[config.mk]
export PLATFORM = sky130hd
export DESIGN_NAME = lut_decode
export DESIGN_NICKNAME = d
export VERILOG_FILES = /design/src/rtl/lut_decode.sv
export SDC_FILE = /design/constraint.sdc
export NUM_CORES = 1
export LEC_CHECK = 0
export CORE_MARGIN = 2
export CORE_UTILIZATION = 56
export DETAILED_ROUTE_END_ITERATION = 10
export GPL_ROUTABILITY_DRIVEN = 0
export PLACE_DENSITY = 0.92
export SLEW_MARGIN = 5
export SYNTH_ARGS = -nofsm -noshare
export SYNTH_HDL_FRONTEND = slang
export SYNTH_SLANG_ARGS = --single-unit
[constraint.sdc]
create_clock -name clk -period 4.2 [get_ports clk]
set_input_delay 0.42 -clock clk [delete_from_list [all_inputs] [get_ports clk]]
set_output_delay 0.42 -clock clk [all_outputs]
set_load 0.005 [all_outputs]
[src/rtl/lut_decode.sv]
// LUT coordinate decoder: turns Q11.5 source-coordinate words into integer/fraction
// coordinates through a small FIFO. Define LUT_FRAC_EN to keep fractions instead of rounding.
module lut_decode #(
    parameter int IMG_W      = 640,
    parameter int IMG_H      = 480,
    parameter int FIFO_DEPTH = 4
) (
    input  logic        clk,
    input  logic        rst,
    input  logic        start,
    input  logic [31:0] ltdata,
    input  logic        ltvalid,
    input  logic        ltlast,
    output logic        ltready,
    output logic [10:0] cd_x,
    output logic [10:0] cd_y,
    output logic [4:0]  cd_fx,
    output logic [4:0]  cd_fy,
    output logic        cd_oob,
    output logic        cdvalid,
    output logic        cdlast,
    input  logic        cdready,
    output logic        busy,
    output logic        done,
    output logic        len_err
);

    typedef enum logic [1:0] {IDLE, RUN, DRAIN} state_t;

    typedef struct packed {
        logic [10:0] x;
        logic [10:0] y;
        logic [4:0]  fx;
        logic [4:0]  fy;
        logic        oob;
        logic        last;
    } entry_t;

    localparam int          AW       = $clog2(FIFO_DEPTH);
    localparam logic [AW:0] DEPTH_C  = (AW+1)'(FIFO_DEPTH);
    localparam logic [18:0] LAST_PIX = 19'(IMG_W * IMG_H - 1);
`ifdef LUT_FRAC_EN
    // Bilinear needs the right/lower neighbour as well, hence the -2 limits.
    localparam logic [10:0] X_LIM = 11'(IMG_W - 2);
    localparam logic [10:0] Y_LIM = 11'(IMG_H - 2);
`else
    localparam logic [10:0] X_LIM = 11'(IMG_W - 1);
    localparam logic [10:0] Y_LIM = 11'(IMG_H - 1);
`endif

    state_t        state, next_state;
    entry_t        mem [FIFO_DEPTH];
    entry_t        dec;
    entry_t        head;
    logic [AW-1:0] wptr, rptr;
    logic [AW:0]   count;
    logic [18:0]   pix_cnt;
    logic          push, pop, full, empty, at_last_pix, term;

    assign full        = (count == DEPTH_C);
    assign empty       = (count == '0);
    assign ltready     = (state == RUN) && !full;
    assign cdvalid     = !empty;
    assign push        = ltvalid && ltready;
    assign pop         = cdvalid && cdready;
    assign at_last_pix = (pix_cnt == LAST_PIX);
    assign term        = ltlast || at_last_pix;
    assign busy        = (state != IDLE);
    assign done        = (state == DRAIN) && empty;

`ifdef LUT_FRAC_EN
    always_comb begin
        dec      = '0;
        dec.x    = ltdata[31:21];
        dec.fx   = ltdata[20:16];
        dec.y    = ltdata[15:5];
        dec.fy   = ltdata[4:0];
        dec.oob  = (dec.x > X_LIM) || (dec.y > Y_LIM);
        dec.last = term;
    end
`else
    logic [11:0] x_sum, y_sum;
    logic        unused_frac;

    assign unused_frac = &{1'b0, ltdata[19:16], ltdata[3:0]};
    assign x_sum       = {1'b0, ltdata[31:21]} + 12'(ltdata[20]);
    assign y_sum       = {1'b0, ltdata[15:5]} + 12'(ltdata[4]);

    // Round half-up; a carry out of bit 10 saturates to the largest coordinate.
    always_comb begin
        dec      = '0;
        dec.x    = x_sum[11] ? 11'h7FF : x_sum[10:0];
        dec.y    = y_sum[11] ? 11'h7FF : y_sum[10:0];
        dec.oob  = (dec.x > X_LIM) || (dec.y > Y_LIM);
        dec.last = term;
    end
`endif

    assign head   = mem[rptr];
    assign cd_x   = head.x;
    assign cd_y   = head.y;
    assign cd_fx  = head.fx;
    assign cd_fy  = head.fy;
    assign cd_oob = head.oob;
    assign cdlast = head.last;

    always_ff @(posedge clk or posedge rst) begin
        if (rst) state <= IDLE;
        else     state <= next_state;
    end

    always_comb begin
        next_state = state;
        case (state)
            IDLE:    if (start) next_state = RUN;
            RUN:     if (push && term) next_state = DRAIN;
            DRAIN:   if (empty) next_state = IDLE;
            default: next_state = IDLE;
        endcase
    end

    // Storage is cleared on reset so the cd_* outputs read zero until refilled.
    always_ff @(posedge clk or posedge rst) begin
        if (rst) begin
            wptr    <= '0;
            rptr    <= '0;
            count   <= '0;
            pix_cnt <= '0;
            len_err <= 1'b0;
            for (int i = 0; i < FIFO_DEPTH; i++) mem[i] <= '0;
        end else begin
            if (push) begin
                mem[wptr] <= dec;
                wptr      <= wptr + 1'b1;
            end
            if (pop) rptr <= rptr + 1'b1;
            case ({push, pop})
                2'b10:   count <= count + 1'b1;
                2'b01:   count <= count - 1'b1;
                default: ;
            endcase
            if (state == IDLE && start) begin
                pix_cnt <= '0;
                len_err <= 1'b0;
            end else if (push) begin
                pix_cnt <= pix_cnt + 1'b1;
                if (term && (ltlast != at_last_pix)) len_err <= 1'b1;
            end
        end
    end

endmodule

==> impl_metrics.json, run 1 <==
{
  "outcome": "complete, no violations",
  "ctsRootBufferMaster": "clkbuf_8",
  "cp-start-kind": "flip-flop",
  "r2r_setup_slack_ns": 1.44,
  "postRouteAntennaNets": 0,
  "critPathBufInv": 2,
  "placementRows": 38,
  "route.layer.met1.wl_mm": 5.67,
  "cts.reportedPaths.clkPinSlew_ns": 0.06,
  "dp.cells": 785,
  "post_cts_buffers": 0,
  "power.total_mw": 5.46,
  "grt_max_degree": 72,
  "max_slew_margin_pct": 46.1,
  "cts_resized": 0,
  "worst-r2r-cell-count": 9,
  "endpoint_kind": "flip-flop",
  "crit_chain": "or3b_1, and3_4, inv_1, ha_1, inv_1, fa_1, xor2_1, nor2_1, xor2_1",
  "cp_slowest_cell": "or3b_1",
  "hold_path_class": "in -> async",
  "highest_layer": "met4",
  "cellLeakagePower_nw": 3.29,
  "edf_count": 0,
  "coreArea_sq_um": 10800,
  "avgSynthCellArea_sq_um": 10.2,
  "hold_violations": 0,
  "top_cell_area_share_pct": 50.1,
  "hold_buffers": 0,
  "warnings": 37,
  "rr_startpoint": "count[0]",
  "busiest_layer": "met2",
  "fin_nets": 714,
  "clock_latency_ns": 0.52,
  "grt_pass1_wl_mm": 25.0,
  "critPathLaunch": "count[0]",
  "num_vias": 4955,
  "cp.required_ns": 4.65,
  "vdd_drop_max_mv": 0.463,
  "cts_tree": "yes",
  "criticalPathCategory": "reg -> reg",
  "yosys-stat-area_sq_um": 6250,
  "cp_data_arrival_time_ns": 3.20,
  "grt_usage_pct": 27.2,
  "htree_num_levels": 4,
  "rr_endpoint": "count[2]",
  "synth_cells": 611,
  "rsz0062_at_grt": "false",
  "ys.flops": 125,
  "period_needed_ns": 2.76,
  "synth.distinct_cells": 53,
  "ys_seq_share_pct": 50.1,
  "grt.overflow.total": 0,
  "yosysTopAreaCell": "dfrtp_1",
  "gr-usage-met2_pct": 47.8,
  "dieArea_sq_um": 12000,
  "routed_wl_mm": 15.0,
  "area_growth_pct": 19.5,
  "first_pass_iters": 5,
  "io_pins": 77,
  "fin_setup_tns_ns": 0,
  "ff_type": "dfrtp_1",
  "grt_util_met1_pct": 31.8,
  "tightestPinTransition_ns": 0.806,
  "slowest_delay_ns": 0.43,
  "antennaDiodeCount": 0,
  "fmax_mhz": 363,
  "crit_fanout": 22,
  "cp_top_family": "simple AND/OR/NAND/NOR gates",
  "cap_violations": 0,
  "fin_crit_sh_pct": 65.7,
  "drt_drc_violations_left": 0,
  "drt-vias-per-instance": 6.06,
  "p_per_area_nw_per_um2": 731,
  "yosys_cells": 611,
  "final_cell_mix": "125 x nand2_1, 125 x dfrtp_1, 82 x o21ai_0",
  "route.met2.wl_mm": 8.11,
  "final_cells": 817,
  "topCellsByArea": "dfrtp_1 50%, mux4_2 8.7%, nand2_1 7.5%",
  "met3_length_microns": 873,
  "place_ws_ns": 1.35,
  "fin_hold_ws_ns": 0.367,
  "async_flop_share_pct": 100,
  "drv_slew": 0,
  "fp-utilization_pct": 57.6,
  "drtIter0Drc": 447,
  "layout-drive-gt1-share_pct": 12.7,
  "met3_usage_pct": 6.22,
  "syn_area_sq_um": 6250,
  "antenna_found_initial": 0
}
==> run 1: registers in the layout (all words and copies together), names as in the netlist <==
name and count:
pix_cnt 19, wptr 2, rptr 2, mem 96
len_err 1, count 3, state 2
==> run 1: through the flow <==
step | area (sq um) | util [%]
detailed placement | 6860 | 63.3
CTS | 7460 | 68.8
global placement | 6860 | 63.3
floorplan | 6280 | -
finish | 7460 | 68.9
global route | 7460 | 68.9
==> run 1: worst max-delay path by stage <==
| stage | end | cells after the start | slack [ns] |
|---|---|---|---|
| finish | count[2] | 9 | 1.44 |
| global route | count[2] | 9 | 1.27 |
| CTS | count[2] | 9 | 1.45 |
| detailed placement | mem[35] | 8 | 1.35 |
| global placement | mem[35] | 8 | 1.42 |
| floorplan | count[0] | 1 | 0.45 |
==> run 1: where the power goes <==
group / internal [mW] / switching (mW) / total [mW]
sequential: 1.68 / 0.289 / 1.97
combinational: 1.06 / 0.948 / 2.01
clock: 0.915 / 0.568 / 1.48
total: 3.65 / 1.81 / 5.46
==> run 1: kinds of logic after synthesis <==
kind of cell	share of synthesized area, %
AND-OR/OR-AND	9.43
adder cells (fa/ha/maj)	2.52
XOR/XNOR	4.35
other	0.0600
buffers and inverters	4.95
AND/OR/NAND/NOR	17.8
flip-flops	50.1
multiplexers	10.8
==> run 1: cell type report <==
class / count / area, sq um
Fill cell: 740 / 3380
Sequential cell: 125 / 3130
Multi-Input combinational cell: 438 / 2850
Timing Repair Buffer: 66 / 653
Clock buffer: 18 / 418
Clock inverter: 14 / 181
Tap cell: 140 / 175
Inverter: 16 / 62.6
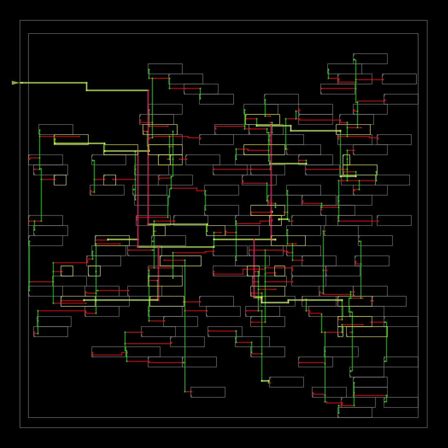
run_1/final_clocks.png
cts bufs inserted: 17
Clock group: 1.48 mW
clk_skew: 0.00824 ns

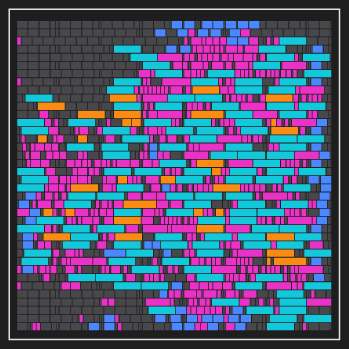
run_1/cell_classes.png
Drawn at 3 px/micron. Fill, decap, tap and diode cells in grey.
- clock drivers and dummy loads: orange (cells 32)
- flip-flops: cyan (cells 125)
- other buffers and delay cells: blue (cells 66)
- all other logic: magenta (cells 454)

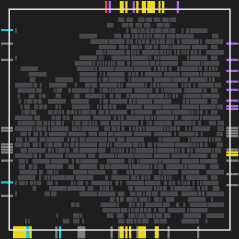
run_1/pins.png
Drawn at 2 px/micron. Pins as bars across the die edge, other pins in grey.
- cd_oob: red (pins 1; direction output; edge top)
- cd_y: purple (pins 11; direction output; edge 8 right, 3 top)
- cd_fy: cyan (pins 5; direction output; edge 3 bottom, 2 left)
- ltdata: yellow (pins 32; direction input; edge 18 bottom, 12 top, 2 right)
Die Span Y: 110 microns
die width: 110 microns
# port buffers: 58

run_1/met2.png
Drawn at 3 px/micron.
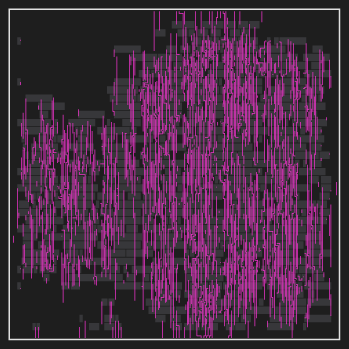

--- run 2 (diff from run 1) ---
--- a/config.mk
+++ b/config.mk
@@ -6,10 +6,10 @@
 export NUM_CORES = 1
 export LEC_CHECK = 0
 export CORE_MARGIN = 2
-export CORE_UTILIZATION = 56
+export CORE_UTILIZATION = 50
 export DETAILED_ROUTE_END_ITERATION = 10
 export GPL_ROUTABILITY_DRIVEN = 0
-export PLACE_DENSITY = 0.92
+export PLACE_DENSITY = 0.88
 export SLEW_MARGIN = 5
 export SYNTH_ARGS = -nofsm -noshare
 export SYNTH_HDL_FRONTEND = slang
==> constraint.sdc (replaced) <==
create_clock -name clk -period 2.3 [get_ports clk]
set_input_delay 0.23 -clock clk [delete_from_list [all_inputs] [get_ports clk]]
set_output_delay 0.23 -clock clk [all_outputs]
set_load 0.005 [all_outputs]
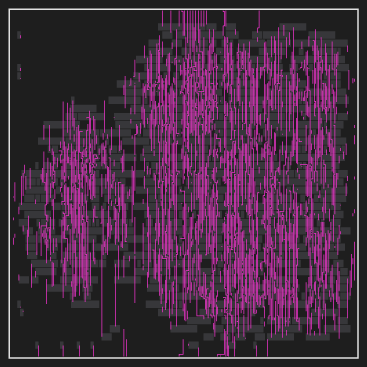
run_2/met2.png
Drawn at 3 px/micron.
- wire length on this layer: 8470 microns
- main direction: vertical
- longest straight run: 51.7 microns

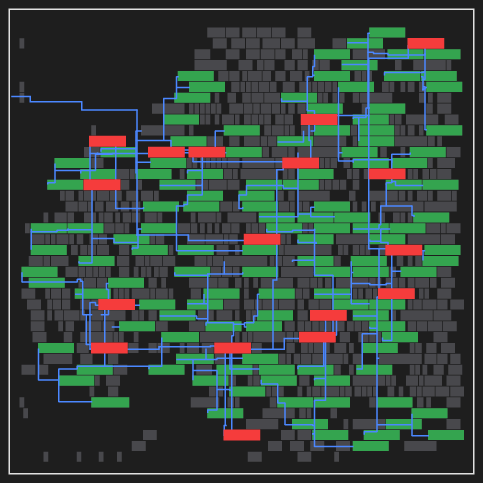
run_2/clock_map.png
Drawn at 4 px/micron.
- cells driving clock nets: red (count 17)
- flip-flops: green (count 125)
- clock wires: blue (length 1640 microns)
- flops lie: widely spread
- routed clock nets: 18

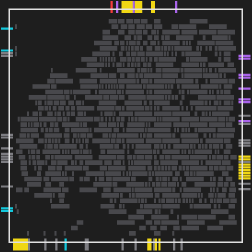
run_2/pins.png
Drawn at 2 px/micron. Pins as bars across the die edge, other pins in grey.
- cd_fy: cyan (pins 5; direction output; edge 4 left, 1 bottom)
- cd_oob: red (pins 1; direction output; edge top)
- cd_y: purple (pins 11; direction output; edge 8 right, 3 top)
- ltdata: yellow (pins 32; direction input; edge 12 bottom, 12 top, 8 right)

==> impl_metrics.json, run 2 <==
{
  "cellLeakagePower_nw": 3.56,
  "largest_register_ffs": 96,
  "reg_top3": "mem x96, pix_cnt x19, count x3",
  "slowest_delay_ns": 0.53,
  "fillers": 857,
  "cts_tree": "yes",
  "setup_viol": 0,
  "p_per_area_nw_per_um2": 1330,
  "drv_slew": 0,
  "critPathBufInv": 2,
  "logic_family": "simple AND/OR/NAND/NOR gates",
  "vdd_drop_max_mv": 0.734,
  "crit_fanout": 6,
  "crit_chain": "buf_4, mux4_2, clkdlybuf4s50_1",
  "max_slew_margin_pct": 53.5,
  "dp.cells": 847,
  "die_h_microns": 116,
  "simple_gate_area_share_pct": 17.8,
  "warnings": 41,
  "fin_hold_ws_ns": 0.295,
  "yosys-stat-area_sq_um": 6250,
  "outcome": "complete, no violations",
  "num_vias": 5132,
  "routed_wl_mm": 16.1,
  "grt_pass1_wl_mm": 26.1,
  "cts.reportedPaths.clkPinSlew_ns": 0.06,
  "cp_data_arrival_time_ns": 2.03,
  "drt-vias-per-instance": 5.80,
  "rsz0062_at_grt": "true",
  "fin_crit_sh_pct": 98.5,
  "tightestPinTransition_ns": 0.698,
  "synth_cells": 611,
  "post_drt_wl_per_cell_microns": 18.2,
  "synth.distinct_cells": 53,
  "mux_area_share_pct": 10.8,
  "hold_path_class": "in -> async",
  "fmax_mhz": 442,
  "ff_type": "dfrtp_1",
  "criticalPathCategory": "reg -> out",
  "skew_ns": 0.00730,
  "placementRows": 40,
  "fin_setup_tns_ns": 0,
  "cp-start-kind": "flip-flop",
  "final_cells": 885,
  "portBuffers": 58,
  "period_needed_ns": 2.26,
  "synthAdderAreaFrac_pct": 2.52,
  "first_pass_iters": 5,
  "area_growth_pct": 27.5,
  "io_pins": 77,
  "regMostFlops": "mem",
  "final_cell_mix": "125 x nand2_1, 122 x dfrtp_1, 82 x o21ai_0",
  "final_area_sq_um": 7960,
  "power.total_mw": 10.6,
  "layout-drive-gt1-share_pct": 18.7,
  "dieArea_sq_um": 13400,
  "ys_seq_share_pct": 50.1,
  "syn_area_sq_um": 6250,
  "cts_buffers": 17,
  "xor_share_pct": 4.35,
  "cap_violations": 0,
  "edf_count": 0,
  "grt_max_degree": 126,
  "hold_violations": 0,
  "fp-utilization_pct": 51.6,
  "cp.required_ns": 2.07,
  "yosysTopAreaCell": "dfrtp_1",
  "drt_drc_violations_left": 0,
  "die_w_microns": 116,
  "grt_usage_pct": 25.5,
  "ctsRootBufferMaster": "clkbuf_16",
  "avgSynthCellArea_sq_um": 10.2,
  "coreArea_sq_um": 12100,
  "place_area_sq_um": 7200,
  "async_flop_share_pct": 100,
  "cp_slowest_cell": "mux4_2",
  "ys.flops": 125,
  "top_cell_area_share_pct": 50.1,
  "drtIter0Drc": 470,
  "topCellsByArea": "dfrtp_1 50%, mux4_2 8.7%, nand2_1 7.5%",
  "final_util_pct": 65.7,
  "aoi_share_pct": 9.43,
  "antenna_found_initial": 1,
  "postRouteAntennaNets": 0,
  "grt.overflow.total": 0,
  "endpoint_kind": "output port",
  "cp_top_family": "buffers and inverters",
  "fin_nets": 753,
  "clock_latency_ns": 0.42
}
-- run 2: cell counts after synthesis --
Identical to the previous run, type by type.
-- run 2: what timing repair did --
action	4_1_cts	5_1_grt
setup buffers	2	2
resized	4	8
endpoints found under the setup margin	15	9
cloned	1	0
hold buffers	0	0
pin swaps	0	2
-- run 2: path summary, 6_finish.rpt --
kind | startpoint | endpoint | slack (ns) | cells past startpoint
worst min register to register | mem[67] | mem[67] | 0.48 | 2
worst min-delay path | rst | count[2] | 0.30 | 3
max in group asynchronous | rst | mem[29] | 1.44 | 3
min in group clk | mem[67] | mem[67] | 0.48 | 2
worst max register to register | count[0] | count[2] | 0.12 | 9
worst max-delay path | rptr[0] | cd_x[2] | 0.04 | 3
-- run 2: metal layers --
| metal | track usage (%) | up-vias | share of wire, % |
|---|---|---|---|
| li1 | - | 2284 | - |
| met1 | 29.0 | 2541 | 37 |
| met2 | 44.6 | 253 | 52 |
| met3 | 6.22 | 54 | 6.7 |
| met4 | 13.7 | 0 | 3.5 |
| met5 | 0 | - | 0 |
-- run 2: area by class of cell --
type,count,area (sq um),share of cell area [%]
repair buffers,105,1030,12.9
diodes,1,2.50,0.0314
inverters,16,63.8,0.801
clock buffers,17,425,5.34
flip-flops and latches,125,3130,39.3
multi-input cells,438,2860,36.0
clock inverters,15,236,2.97
well taps,168,210,2.64
-- run 2: tightest hold or removal path, delay by kind of cell --
| kind | cells | cell delay, ns |
|---|---|---|
| buf+inv | 3 | 0.96 |
-- run 2: power breakdown --
| group | switching (mW) | internal, mW | total [mW] |
|---|---|---|---|
| Clock | 1.06 | 1.94 | 3.00 |
| Sequential | 0.543 | 3.07 | 3.62 |
| Combinational | 1.79 | 2.19 | 3.98 |
--- run 3 (diff from run 2) ---
--- a/config.mk
+++ b/config.mk
@@ -6,10 +6,10 @@
 export NUM_CORES = 1
 export LEC_CHECK = 0
 export CORE_MARGIN = 2
-export CORE_UTILIZATION = 50
+export CORE_UTILIZATION = 25
 export DETAILED_ROUTE_END_ITERATION = 10
 export GPL_ROUTABILITY_DRIVEN = 0
-export PLACE_DENSITY = 0.88
+export PLACE_DENSITY = 0.56
 export SLEW_MARGIN = 5
 export SYNTH_ARGS = -nofsm -noshare
 export SYNTH_HDL_FRONTEND = slang
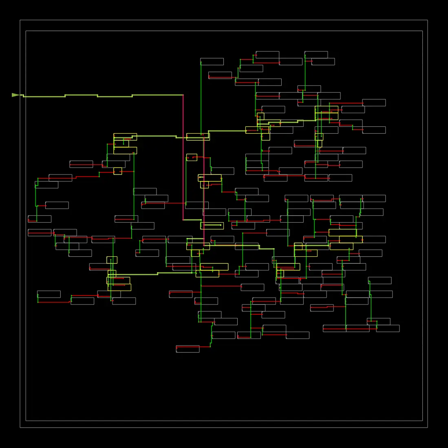
run_3/final_clocks.png
clk sinks: 125
CLK BUF: 17
Clock group: 2.75 mW

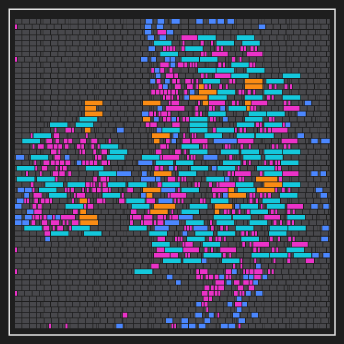
run_3/cell_classes.png
Drawn at 2 px/micron. Fill, decap, tap and diode cells in grey.
- flip-flops: cyan (cells 125)
- clock drivers and dummy loads: orange (cells 32)
- other buffers and delay cells: blue (cells 121)
- all other logic: magenta (cells 454)
Final Util: 33.8%
sequential cell area share: 37.9%
core area: 24500 sq um
row count: 57
post-route cell area: 8260 sq um

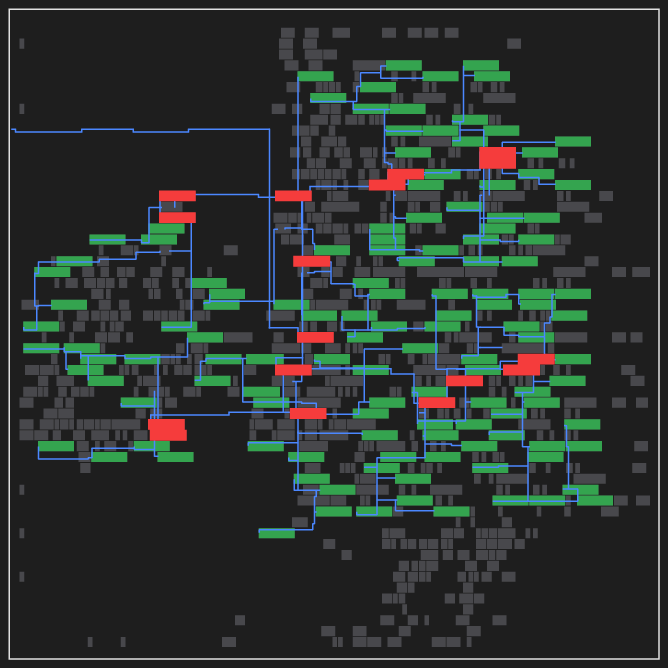
run_3/clock_map.png
Drawn at 4 px/micron.
- clock wires: blue (length 1750 microns)
- flip-flops: green (count 125)
- cells driving clock nets: red (count 17)
- routed clock nets: 18

==> impl_metrics.json, run 3 <==
{
  "outcome": "complete, no violations",
  "fin_crit_sh_pct": 97.0,
  "avgSynthCellArea_sq_um": 10.2,
  "rsz0062_at_grt": "true",
  "drv_slew": 0,
  "final_cell_mix": "125 x nand2_1, 123 x dfrtp_1, 82 x o21ai_0",
  "syn_area_sq_um": 6250,
  "rr_endpoint": "count[2]",
  "fillers": 2442,
  "dieArea_sq_um": 26300,
  "synth.distinct_cells": 53,
  "period_needed_ns": 2.23,
  "area_growth_pct": 32.2,
  "die_h_microns": 162,
  "p_int_mw": 6.91,
  "layout-drive-gt1-share_pct": 19.5,
  "hold_path_class": "in -> async",
  "final_cells": 1057,
  "tightestPinTransition_ns": 0.573,
  "cap_violations": 0,
  "edf_count": 0,
  "drt-vias-per-instance": 4.41,
  "largestPowerGroup": "combinational logic",
  "cts.reportedPaths.clkPinSlew_ns": 0.06,
  "vdd_drop_max_mv": 0.566,
  "antenna_found_initial": 1,
  "synth_cells": 611,
  "setup_viol": 0,
  "cp_slowest_cell": "mux4_2",
  "postRouteAntennaNets": 0,
  "ys.flops": 125,
  "fp-utilization_pct": 25.5,
  "cts_buffers": 17,
  "grt.overflow.total": 0,
  "seqPwrFrac_pct": 34.9,
  "critPathBufInv": 2,
  "power.total_mw": 10.2,
  "crit_fanout": 9,
  "first_pass_iters": 4,
  "ys_seq_share_pct": 50.1,
  "slowest_delay_ns": 0.54,
  "criticalPathCategory": "reg -> out",
  "post_drt_wl_per_cell_microns": 13.9,
  "endpoint_kind": "output port",
  "async_flop_share_pct": 100,
  "drtIter0Drc": 213,
  "pwr-share-comb_pct": 38.1,
  "fin_nets": 769,
  "dp.cells": 1014,
  "drt_drc_violations_left": 0,
  "crit_chain": "buf_12, mux4_2, clkdlybuf4s50_1",
  "skew_ns": 0.00806,
  "cellLeakagePower_nw": 3.66,
  "reg_top3": "mem x96, pix_cnt x19, count x3",
  "p_sw_mw": 3.26,
  "fin_setup_tns_ns": 0,
  "rr_startpoint": "count[0]"
}
run 3: cell counts after synthesis:
Identical to the previous run, type by type.
run 3: kinds of logic after synthesis:
| group | share of synthesized area (%) |
|---|---|
| xor gates and xnor gates | 4.35 |
| muxes | 10.8 |
| DFF | 50.1 |
| adders and majority gates | 2.52 |
| buffers and inverters | 4.95 |
| other | 0.0600 |
| and+or+nand+nor | 17.8 |
| AOI/OAI and AO/OA | 9.43 |
run 3: worst max path at each step:
stage                    start       end  slack [ns]  cells after the start
floorplan             count[0]  count[2]        0.01                     10
global placement    ltdata[20]  mem[103]       -0.18                      8
detailed placement  ltdata[20]  mem[103]       -0.22                      8
CTS                    rptr[1]   cd_y[0]       0.002                      3
global route          count[0]  count[2]       -0.01                      9
finish                 rptr[0]   cd_y[5]        0.07                      3
run 3: layout make-up:
type / count / area (sq um) / share of cell area, %
sequential: 125 / 3130 / 37.9
multi-input combinational: 438 / 2840 / 34.4
timing repair buffer: 121 / 1210 / 14.6
clock buffer: 17 / 425 / 5.15
tap: 324 / 405 / 4.91
clock inverter: 15 / 180 / 2.18
inverter: 16 / 63.8 / 0.772
antenna: 1 / 2.50 / 0.0303
run 3: through the flow:
step                setup slack [ns]  utilization [%]  hold slack (ns)
finish                        0.0696             33.8            0.229
global route                 -0.0143             33.8            0.264
CTS                          0.00170             33.5            0.238
detailed placement            -0.223             30.8            0.463
global placement              -0.181             30.8            0.452
floorplan                     0.0116                -            0.392
run 3: per-layer routing:
layer  up-vias  global-route usage [%]  routed length (microns)
met4         2                    3.26                      218
li1       2315                       -                        -
met5         -                       0                       12
met3        13                    3.40                      635
met2        76                    19.2                     7030
met1      2256                    15.4                     6800
run 3: what timing repair did:
action / in CTS / in global routing
buffers inserted: 4 / 5
endpoints found under the setup margin: 21 / 12
resized: 8 / 5
cloned: 1 / 0
Power is estimated from default activity; no workload was simulated.
